$ cat config.mk
export PLATFORM = sky130hd
export DESIGN_NAME = mem_port_array_flat
export DESIGN_NICKNAME = d
export VERILOG_FILES = /design/src/rtl/mem_port_array_if.sv /design/src/rtl/mem_port_array.sv /design/src/flat_wrapper.sv
export SDC_FILE = /design/constraint.sdc
export NUM_CORES = 1
export LEC_CHECK = 0
export CAP_MARGIN = 30
export CORE_MARGIN = 8
export CORE_UTILIZATION = 50
export DETAILED_ROUTE_END_ITERATION = 10
export HOLD_SLACK_MARGIN = 0.05
export PLACE_DENSITY = 0.81
export SYNTH_ARGS = -nofsm -noshare
export SYNTH_HDL_FRONTEND = slang
export SYNTH_SLANG_ARGS = --single-unit
$ cat constraint.sdc
create_clock -name clk -period 2.67 [get_ports clk]
set_clock_uncertainty 0.15 [all_clocks]
set_input_delay 0.801 -clock clk [delete_from_list [all_inputs] [get_ports clk]]
set_output_delay 0.801 -clock clk [all_outputs]
set_load 0.01 [all_outputs]
$ cat src/rtl/mem_port_array_if.sv
// Bundles the write, read, flat-view and dump-stream signals of mem_port_array.
// Latency: none (wires only).
// Backpressure: the dump stream uses dump_valid/dump_ready; other signals are strobes.
interface mem_port_array_if #(
    parameter int WIDTH = 32,
    parameter int DEPTH = 10,
    parameter int AW    = $clog2(DEPTH)
);
    // write port
    logic                   wr_en;
    logic [AW-1:0]          wr_addr;
    logic [WIDTH-1:0]       wr_data;
    // read port
    logic                   rd_en;
    logic [AW-1:0]          rd_addr;
    logic [WIDTH-1:0]       rd_data;
    logic                   rd_valid;
    // whole-array view
    logic [WIDTH*DEPTH-1:0] flat_out;
    logic [WIDTH-1:0]       last_idx;
    // dump streamer
    logic                   dump_start;
    logic                   dump_valid;
    logic                   dump_ready;
    logic [WIDTH-1:0]       dump_data;
    logic [AW-1:0]          dump_addr;
    logic                   dump_last;
    logic                   busy;
    // status
    logic                   err_oob;

    modport master (
        output wr_en, wr_addr, wr_data,
        output rd_en, rd_addr,
        output dump_start, dump_ready,
        input  rd_data, rd_valid,
        input  flat_out, last_idx,
        input  dump_valid, dump_data, dump_addr, dump_last, busy,
        input  err_oob
    );

    modport slave (
        input  wr_en, wr_addr, wr_data,
        input  rd_en, rd_addr,
        input  dump_start, dump_ready,
        output rd_data, rd_valid,
        output flat_out, last_idx,
        output dump_valid, dump_data, dump_addr, dump_last, busy,
        output err_oob
    );
endinterface

$ cat src/rtl/mem_port_array.sv
// Register-array memory: one write port, one registered read port, flat view, dump streamer.
// Latency: write visible next cycle; read data one cycle after rd_en; dump data is live.
// Backpressure: dump beat holds its address while dump_ready is low; other ports never stall.
module mem_port_array #(
    parameter int WIDTH     = 32,
    parameter int DEPTH     = 10,
    parameter int AW        = $clog2(DEPTH),
    parameter int INIT_MODE = 1
) (
    input  logic             clk,
    input  logic             rst_n,
    mem_port_array_if.slave  bus
);

    // One extra bit so DEPTH itself is representable when DEPTH is a power of two.
    localparam logic [AW:0]   DEPTH_W = (AW+1)'(DEPTH);
    localparam logic [AW-1:0] LAST_A  = AW'(DEPTH - 1);

    typedef enum logic {
        ST_IDLE   = 1'b0,
        ST_STREAM = 1'b1
    } dump_state_t;

    logic [WIDTH-1:0]       mem_q [DEPTH];
    logic [WIDTH-1:0]       rd_data_q;
    logic                   rd_valid_q;
    logic                   err_oob_q;
    logic                   err_oob_d;
    dump_state_t            state_q;
    dump_state_t            state_d;
    logic [AW-1:0]          idx_q;
    logic [AW-1:0]          idx_d;

    logic                   wr_oob;
    logic                   rd_oob;
    logic                   dump_valid;
    logic                   dump_busy;
    logic                   dump_last;
    logic [WIDTH*DEPTH-1:0] flat;

    assign wr_oob = ({1'b0, bus.wr_addr} >= DEPTH_W);
    assign rd_oob = ({1'b0, bus.rd_addr} >= DEPTH_W);

    // Array storage: reset loads the preset pattern, in-range writes update one entry.
    always_ff @(posedge clk or negedge rst_n) begin
        if (!rst_n) begin
            for (int i = 0; i < DEPTH; i++) begin
                mem_q[i] <= (INIT_MODE == 1) ? WIDTH'(i) : '0;
            end
        end else if (bus.wr_en && !wr_oob) begin
            mem_q[bus.wr_addr] <= bus.wr_data;
        end
    end

    // Registered read; sees the pre-write contents, so same-address read/write is read-first.
    always_ff @(posedge clk or negedge rst_n) begin
        if (!rst_n) begin
            rd_data_q  <= '0;
            rd_valid_q <= 1'b0;
        end else begin
            rd_valid_q <= bus.rd_en;
            if (bus.rd_en) begin
                rd_data_q <= rd_oob ? '0 : mem_q[bus.rd_addr];
            end
        end
    end

    // Sticky error: any out-of-range write or read attempt sets it until reset.
    always_comb begin
        err_oob_d = err_oob_q | (bus.wr_en & wr_oob) | (bus.rd_en & rd_oob);
    end

    // Error flag register.
    always_ff @(posedge clk or negedge rst_n) begin
        if (!rst_n) begin
            err_oob_q <= 1'b0;
        end else begin
            err_oob_q <= err_oob_d;
        end
    end

    // Dump FSM state and beat index.
    always_ff @(posedge clk or negedge rst_n) begin
        if (!rst_n) begin
            state_q <= ST_IDLE;
            idx_q   <= '0;
        end else begin
            state_q <= state_d;
            idx_q   <= idx_d;
        end
    end

    // Dump FSM next state: start only from IDLE, advance on each accepted beat, wrap to IDLE after the last.
    always_comb begin
        state_d    = state_q;
        idx_d      = idx_q;
        dump_valid = 1'b0;
        dump_busy  = 1'b0;
        dump_last  = 1'b0;
        case (state_q)
            ST_IDLE: begin
                if (bus.dump_start) begin
                    state_d = ST_STREAM;
                    idx_d   = '0;
                end
            end
            ST_STREAM: begin
                dump_valid = 1'b1;
                dump_busy  = 1'b1;
                dump_last  = (idx_q == LAST_A);
                if (bus.dump_ready) begin
                    if (dump_last) begin
                        state_d = ST_IDLE;
                        idx_d   = '0;
                    end else begin
                        idx_d = idx_q + AW'(1);
                    end
                end
            end
            default: begin
                state_d = ST_IDLE;
                idx_d   = '0;
            end
        endcase
    end

    // Flattened view of every entry, entry i in slice i.
    always_comb begin
        flat = '0;
        for (int i = 0; i < DEPTH; i++) begin
            flat[i*WIDTH +: WIDTH] = mem_q[i];
        end
    end

    assign bus.rd_data    = rd_data_q;
    assign bus.rd_valid   = rd_valid_q;
    assign bus.err_oob    = err_oob_q;
    assign bus.flat_out   = flat;
    assign bus.last_idx   = WIDTH'(DEPTH - 1);
    assign bus.dump_valid = dump_valid;
    assign bus.busy       = dump_busy;
    assign bus.dump_last  = dump_last;
    assign bus.dump_addr  = idx_q;
    // Live entry: a stalled beat follows writes to its address until accepted.
    assign bus.dump_data  = mem_q[idx_q];

endmodule

$ cat src/flat_wrapper.sv
// flat-port wrapper written by rule: the top's interface ports become plain ports
module mem_port_array_flat 
#(
    parameter int WIDTH     = 32,
    parameter int DEPTH     = 10,
    parameter int AW        = $clog2(DEPTH),
    parameter int INIT_MODE = 1
)
  (clk, rst_n, bus_wr_en, bus_wr_addr, bus_wr_data, bus_rd_en, bus_rd_addr, bus_dump_start, bus_dump_ready, bus_rd_data, bus_rd_valid, bus_flat_out, bus_last_idx, bus_dump_valid, bus_dump_data, bus_dump_addr, bus_dump_last, bus_busy, bus_err_oob);
  mem_port_array_if #(.WIDTH(WIDTH), .DEPTH(DEPTH), .AW(AW)) bus_i ();
  input  logic clk;
  input  logic rst_n;
  input wire logic [$bits(bus_i.wr_en)-1:0] bus_wr_en;
  input wire logic [$bits(bus_i.wr_addr)-1:0] bus_wr_addr;
  input wire logic [$bits(bus_i.wr_data)-1:0] bus_wr_data;
  input wire logic [$bits(bus_i.rd_en)-1:0] bus_rd_en;
  input wire logic [$bits(bus_i.rd_addr)-1:0] bus_rd_addr;
  input wire logic [$bits(bus_i.dump_start)-1:0] bus_dump_start;
  input wire logic [$bits(bus_i.dump_ready)-1:0] bus_dump_ready;
  output wire logic [$bits(bus_i.rd_data)-1:0] bus_rd_data;
  output wire logic [$bits(bus_i.rd_valid)-1:0] bus_rd_valid;
  output wire logic [$bits(bus_i.flat_out)-1:0] bus_flat_out;
  output wire logic [$bits(bus_i.last_idx)-1:0] bus_last_idx;
  output wire logic [$bits(bus_i.dump_valid)-1:0] bus_dump_valid;
  output wire logic [$bits(bus_i.dump_data)-1:0] bus_dump_data;
  output wire logic [$bits(bus_i.dump_addr)-1:0] bus_dump_addr;
  output wire logic [$bits(bus_i.dump_last)-1:0] bus_dump_last;
  output wire logic [$bits(bus_i.busy)-1:0] bus_busy;
  output wire logic [$bits(bus_i.err_oob)-1:0] bus_err_oob;
  assign bus_i.wr_en = bus_wr_en;
  assign bus_i.wr_addr = bus_wr_addr;
  assign bus_i.wr_data = bus_wr_data;
  assign bus_i.rd_en = bus_rd_en;
  assign bus_i.rd_addr = bus_rd_addr;
  assign bus_i.dump_start = bus_dump_start;
  assign bus_i.dump_ready = bus_dump_ready;
  assign bus_rd_data = bus_i.rd_data;
  assign bus_rd_valid = bus_i.rd_valid;
  assign bus_flat_out = bus_i.flat_out;
  assign bus_last_idx = bus_i.last_idx;
  assign bus_dump_valid = bus_i.dump_valid;
  assign bus_dump_data = bus_i.dump_data;
  assign bus_dump_addr = bus_i.dump_addr;
  assign bus_dump_last = bus_i.dump_last;
  assign bus_busy = bus_i.busy;
  assign bus_err_oob = bus_i.err_oob;
  mem_port_array #(.WIDTH(WIDTH), .DEPTH(DEPTH), .AW(AW), .INIT_MODE(INIT_MODE)) u_core (.clk(clk), .rst_n(rst_n), .bus(bus_i));
endmodule
==> flow_summary.ini <==
; synthesis and place-and-route metrics
[setup_path]
rr_startpoint = u_core.bus.dump_addr[0]
critPathLaunch = u_core.bus.dump_addr[0]
rr_endpoint = u_core.bus.dump_addr[0]
required_ps = 1720
cp_max_fo = 7

[layout]
dominant-cell-class = multi-input combinational cells
instances_no_fill = 2583
seq_area_um2 = 9010
drive_gt1_share_pct = 46.1
buffer_area_share_pct = 28.4
sh_seq_area_pct = 32.0
n_all_inverters = 4

[die]
die_y_um = 209
num_rows = 71

[pwr]
clock_power_share_pct = 20.9
power_density_nw_per_um2 = 978
p_int_w = 0.0181

[synth]
avgSynthCellArea_um2 = 14.0
syn_inst = 1339
synth_warnings = 0
synth_top_area_share_pct = 46.0
logic_family = multiplexers
ys_chip_area_um2 = 18700
synth.cell_area_um2 = 18700
ys_cells = 1339

[timing]
hold_viol_final = 0
layout_setup_ws_ps = -645
setup_tns_ps = -17530
fmax_mhz = 302
setup_viol = 33
holdWs_ps = 51.9

[place]
dp_hpwl_um = 53400

[outcome]
violations = setup timing
status = complete, but fails checks

[flow_run]
drv_cap = 0

[clock_tree]
htree_levels = 2

[routing]
dr.first_iter.drc_count = 1338

[worst_hold_path]
min_path_type = in -> async
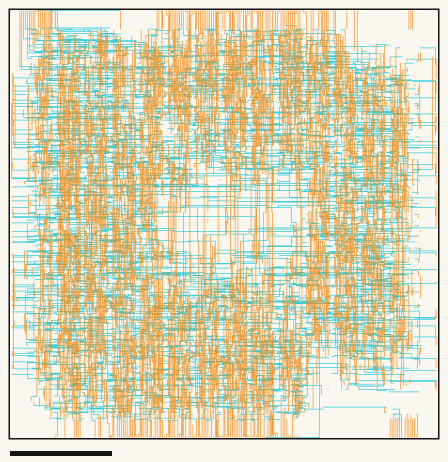
Figure 1: metal layers overlaid.
The bar under the picture is 50 um long. Two of the layers only.
- met1: cyan (wire length 28.7 mm)
- met2: orange (wire length 36.7 mm)
GRT Util Overall: 34.6%
wire per inst: 30.1 um
total number of vias: 16.2k
Post-Route WL: 77800 um

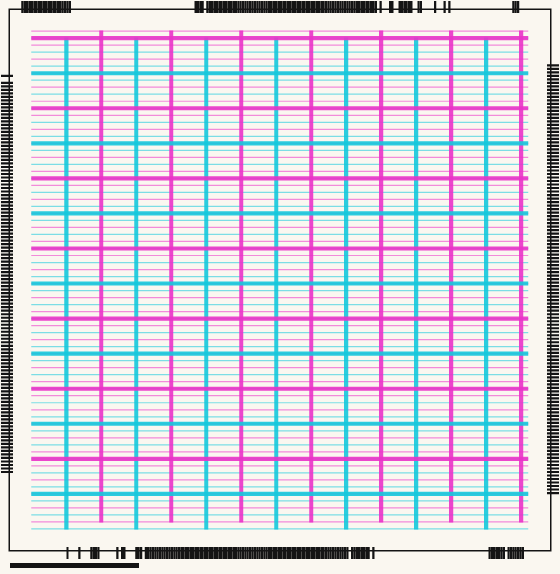
Figure 2: supply network.
The bar under the picture is 50 um long. Pins as bars on the die edge.
- VSS: cyan
- VDD: magenta
- met4 straps: 14
- signal pins: 471
- rows: 71
- met1 rails: 72

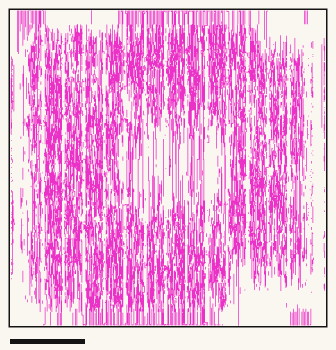
Figure 3: met2 routing.
The bar under the picture is 50 um long.
- main direction: vertical
- longest straight run: 75.6 um

